`config.mk`:
```
export PLATFORM = sky130hd
export DESIGN_NAME = ws2812_uart_strip_router
export DESIGN_NICKNAME = d
export VERILOG_FILES = /design/src/rtl/ws2812_uart_strip_router.sv
export SDC_FILE = /design/constraint.sdc
export NUM_CORES = 1
export LEC_CHECK = 0
export ABC_AREA = 1
export CORE_AREA = 2 2 201 203
export CTS_CLUSTER_SIZE = 25
export DETAILED_ROUTE_END_ITERATION = 16
export DIE_AREA = 0 0 203 205
export SYNTH_ARGS = -nofsm -noshare
export SYNTH_HDL_FRONTEND = slang
export SYNTH_SLANG_ARGS = --single-unit
```
`constraint.sdc`:
```
create_clock -name i_clk -period 6.8 [get_ports i_clk]
set_clock_uncertainty 0.05 [all_clocks]
set_input_delay 0.68 -clock i_clk [delete_from_list [all_inputs] [get_ports i_clk]]
set_output_delay 0.68 -clock i_clk [all_outputs]
set_load 0.05 [all_outputs]
```
`src/rtl/ws2812_uart_strip_router.sv`:
```
// ws2812_uart_strip_router
// Parses {channel, G, R, B} frames from a UART byte stream into per-channel
// pixel registers. Each channel has its own WS2812 serializer. A serializer
// repeatedly sends PIXELS copies of its stored GRB word and then holds the
// line low for the latch gap.
module ws2812_uart_strip_router #(
  parameter int N_CH         = 4,
  parameter int PIXELS       = 8,
  parameter int T_BIT        = 125,
  parameter int T0H          = 40,
  parameter int T1H          = 80,
  parameter int T_RESET      = 5000,
  parameter int BYTE_TIMEOUT = 100000
) (
  input  logic            i_clk,
  input  logic            rst_n,
  input  logic            i_rx_dv,
  input  logic [7:0]      i_rx_byte,
  output logic [N_CH-1:0] o_dout,
  output logic [N_CH-1:0] o_ch_update,
  output logic            o_frame_err,
  output logic            o_parser_busy
);

  localparam int CH_W    = (N_CH > 1) ? $clog2(N_CH) : 1;
  localparam int TO_W    = (BYTE_TIMEOUT > 1) ? $clog2(BYTE_TIMEOUT) : 1;
  localparam int CNT_MAX = (T_RESET > T_BIT) ? T_RESET : T_BIT;
  localparam int CNT_W   = (CNT_MAX > 1) ? $clog2(CNT_MAX) : 1;
  localparam int PIX_W   = (PIXELS > 1) ? $clog2(PIXELS) : 1;

  typedef enum logic [1:0] {P_IDLE, P_G, P_R, P_B} parser_state_e;
  typedef enum logic       {S_GAP, S_BIT}          ser_state_e;

  parser_state_e   state_q, state_d;
  logic [CH_W-1:0] ch_q, ch_d;
  logic [7:0]      g_q, g_d;
  logic [7:0]      r_q, r_d;
  logic [TO_W-1:0] idle_q, idle_d;
  logic [N_CH-1:0] upd_q, upd_d;
  logic            err_q, err_d;
  logic [23:0]     pix_q [N_CH];
  logic [23:0]     pix_d [N_CH];

  // Parser next-state: frame assembly, pixel write and inter-byte timeout.
  always_comb begin
    // NOTE: every output of a combinational block gets a default first, so no path can leave it unassigned and infer a latch.
    state_d = state_q;
    ch_d    = ch_q;
    g_d     = g_q;
    r_d     = r_q;
    idle_d  = '0;
    upd_d   = '0;
    err_d   = 1'b0;
    pix_d   = pix_q;
    case (state_q)
      P_IDLE: begin
        if (i_rx_dv) begin
          if (int'(i_rx_byte) < N_CH) begin
            ch_d    = i_rx_byte[CH_W-1:0];
            state_d = P_G;
          end else begin
            err_d = 1'b1;
          end
        end
      end
      default: begin
        // A byte arriving on the timeout cycle is taken and the timeout is dropped.
        if (i_rx_dv) begin
          case (state_q)
            P_G: begin
              g_d     = i_rx_byte;
              state_d = P_R;
            end
            P_R: begin
              r_d     = i_rx_byte;
              state_d = P_B;
            end
            default: begin
              pix_d[ch_q] = {g_q, r_q, i_rx_byte};
              upd_d[ch_q] = 1'b1;
              state_d     = P_IDLE;
            end
          endcase
        end else if (idle_q == TO_W'(BYTE_TIMEOUT - 1)) begin
          err_d   = 1'b1;
          state_d = P_IDLE;
        end else begin
          idle_d = idle_q + 1'b1;
        end
      end
    endcase
  end

  // Parser registers, pixel registers and the registered status pulses.
  always_ff @(posedge i_clk) begin
    if (!rst_n) begin
      // NOTE: non-blocking assignments for all state so every flop samples pre-edge values.
      state_q <= P_IDLE;
      ch_q    <= '0;
      g_q     <= '0;
      r_q     <= '0;
      idle_q  <= '0;
      upd_q   <= '0;
      err_q   <= 1'b0;
      // NOTE: the pixel array is a small register file whose contents must start black, so it is reset like any other flop.
      for (int i = 0; i < N_CH; i++) pix_q[i] <= '0;
    end else begin
      state_q <= state_d;
      ch_q    <= ch_d;
      g_q     <= g_d;
      r_q     <= r_d;
      idle_q  <= idle_d;
      upd_q   <= upd_d;
      err_q   <= err_d;
      pix_q   <= pix_d;
    end
  end

  assign o_ch_update   = upd_q;
  assign o_frame_err   = err_q;
  assign o_parser_busy = (state_q != P_IDLE);

  for (genvar c = 0; c < N_CH; c++) begin : g_ser
    ser_state_e       s_q, s_d;
    logic [CNT_W-1:0] cnt_q, cnt_d;
    logic [4:0]       bit_q, bit_d;
    logic [PIX_W-1:0] px_q, px_d;
    logic [23:0]      shadow_q, shadow_d;
    logic             dout_q, dout_d;

    // Serializer next-state; the data line is computed from the next state so the flop lines up with the counters.
    always_comb begin
      s_d      = s_q;
      cnt_d    = cnt_q + 1'b1;
      bit_d    = bit_q;
      px_d     = px_q;
      shadow_d = shadow_q;
      if (s_q == S_GAP) begin
        if (cnt_q == CNT_W'(T_RESET - 1)) begin
          // The colour is sampled once per refresh, so a mid-refresh write cannot tear the strip.
          s_d      = S_BIT;
          cnt_d    = '0;
          shadow_d = pix_q[c];
          px_d     = '0;
          bit_d    = 5'd23;
        end
      end else if (cnt_q == CNT_W'(T_BIT - 1)) begin
        cnt_d = '0;
        if (bit_q == 5'd0) begin
          bit_d = 5'd23;
          if (px_q == PIX_W'(PIXELS - 1)) begin
            s_d = S_GAP;
          end else begin
            px_d = px_q + 1'b1;
          end
        end else begin
          bit_d = bit_q - 1'b1;
        end
      end
      dout_d = (s_d == S_BIT) &&
               (cnt_d < (shadow_d[bit_d] ? CNT_W'(T1H) : CNT_W'(T0H)));
    end

    // Serializer registers; reset parks the channel at the start of a latch gap.
    always_ff @(posedge i_clk) begin
      if (!rst_n) begin
        s_q      <= S_GAP;
        cnt_q    <= '0;
        bit_q    <= 5'd23;
        px_q     <= '0;
        shadow_q <= '0;
        dout_q   <= 1'b0;
      end else begin
        s_q      <= s_d;
        cnt_q    <= cnt_d;
        bit_q    <= bit_d;
        px_q     <= px_d;
        shadow_q <= shadow_d;
        dout_q   <= dout_d;
      end
    end

    assign o_dout[c] = dout_q;
  end

endmodule

```
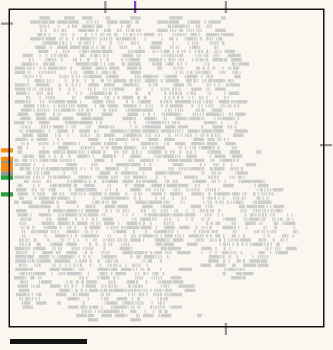
*Pin placement*
Bar = 50 µm. Pins as bars across the die edge, other pins in grey.
Green shows o_ch_update, pins 4, direction output, edge west. Orange shows i_rx_byte, pins 8, direction input, edge west. Purple shows rst_n, pins 1, direction input, edge north.
All pins by edge: 16 west, 3 north, 1 east, 1 south.
I/O Buffers: 20
die width: 203 µm
die height: 205 µm

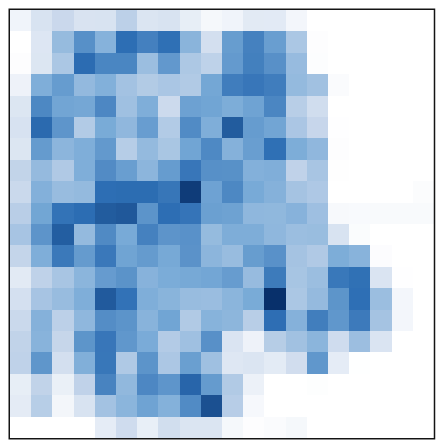
*Wiring heat map*
The die is cut into 20 by 20 equal tiles; white is low, dark blue is high, scaled to the fullest tile. Values are wire area over tile area, all layers added.
The fullest tile reaches 0.42. The mean over all tiles is 0.14. 23% of the tiles are nearly empty. 29% of the tiles are over half the peak. The emptiest ninth of the die: north-east.

==> flow_metrics.py <==
# Physical implementation metrics
metrics = {
    "setup_path": {
        "path_class": "flop to flop",
        "critPathArrivalTime_ns": 4.27,
        "r2r_slack_ns": 2.92,
        "cp_top_family": "simple AND/OR/NAND/NOR gates",
        "cp.required_ns": 7.20,
    },
    "timing": {
        "finalSetupViolations": 0,
        "hold_viol_final": 0,
        "worst-slew-pin-transition_ns": 1.15,
        "drv_slew": 0,
        "max_freq_ghz": 0.258,
        "min_period_ns": 3.88,
    },
    "synth": {
        "synth-simple-area-share": 0.301,
        "syn-cell-area_mm2": 0.0152,
        "ys.flops": 326,
        "ys_cells": 2165,
        "common_cells": "414 x nand2_1, 326 x dfxtp_1, 323 x nor2_1",
        "edf_count": 0,
        "ys_top_cells_by_area": "dfxtp_1 43%, nand2_1 10%, nor2_1 8.0%",
        "mux_share": 0.00198,
    },
    "power": {
        "top_power_group": "the clock network",
        "seqPwrFrac": 0.470,
    },
    "cts": {
        "post_cts_buffers": 0,
        "root_buffer": "clkbuf_16",
        "cts_buffers": 36,
        "cts_sinks": 326,
        "clk_pin_slew_ns": 0.06,
        "clock_path_buffers": 3,
        "tritoncts": "yes",
    },
    "die": {
        "num_rows": 73,
        "dieArea_mm2": 0.0416,
    },
    "routing": {
        "drc": 0,
        "wire_per_inst_um": 13.6,
        "wirelength_mm": 36.6,
    },
    "job": {
        "cap_violations": 0,
    },
    "global_route": {
        "grt_pass1_wl_mm": 61.3,
        "grt_overflow": 0,
        "grt_use_met3": 0.0267,
    },
    "cells_and_area": {
        "final_area_mm2": 0.0170,
        "inverters_excl_clock": 286,
        "sh_comb_area": 0.424,
    },
    "placed_design": {
        "dp.cells": 2639,
    },
    "status": {
        "status": "finished clean",
    },
    "min_path": {
        "min_to": "g_ser[0].bit_q[4]",
        "hp-class": "input pin to flop",
    },
}
No activity file was given, so power comes from the tool's default toggle rates.
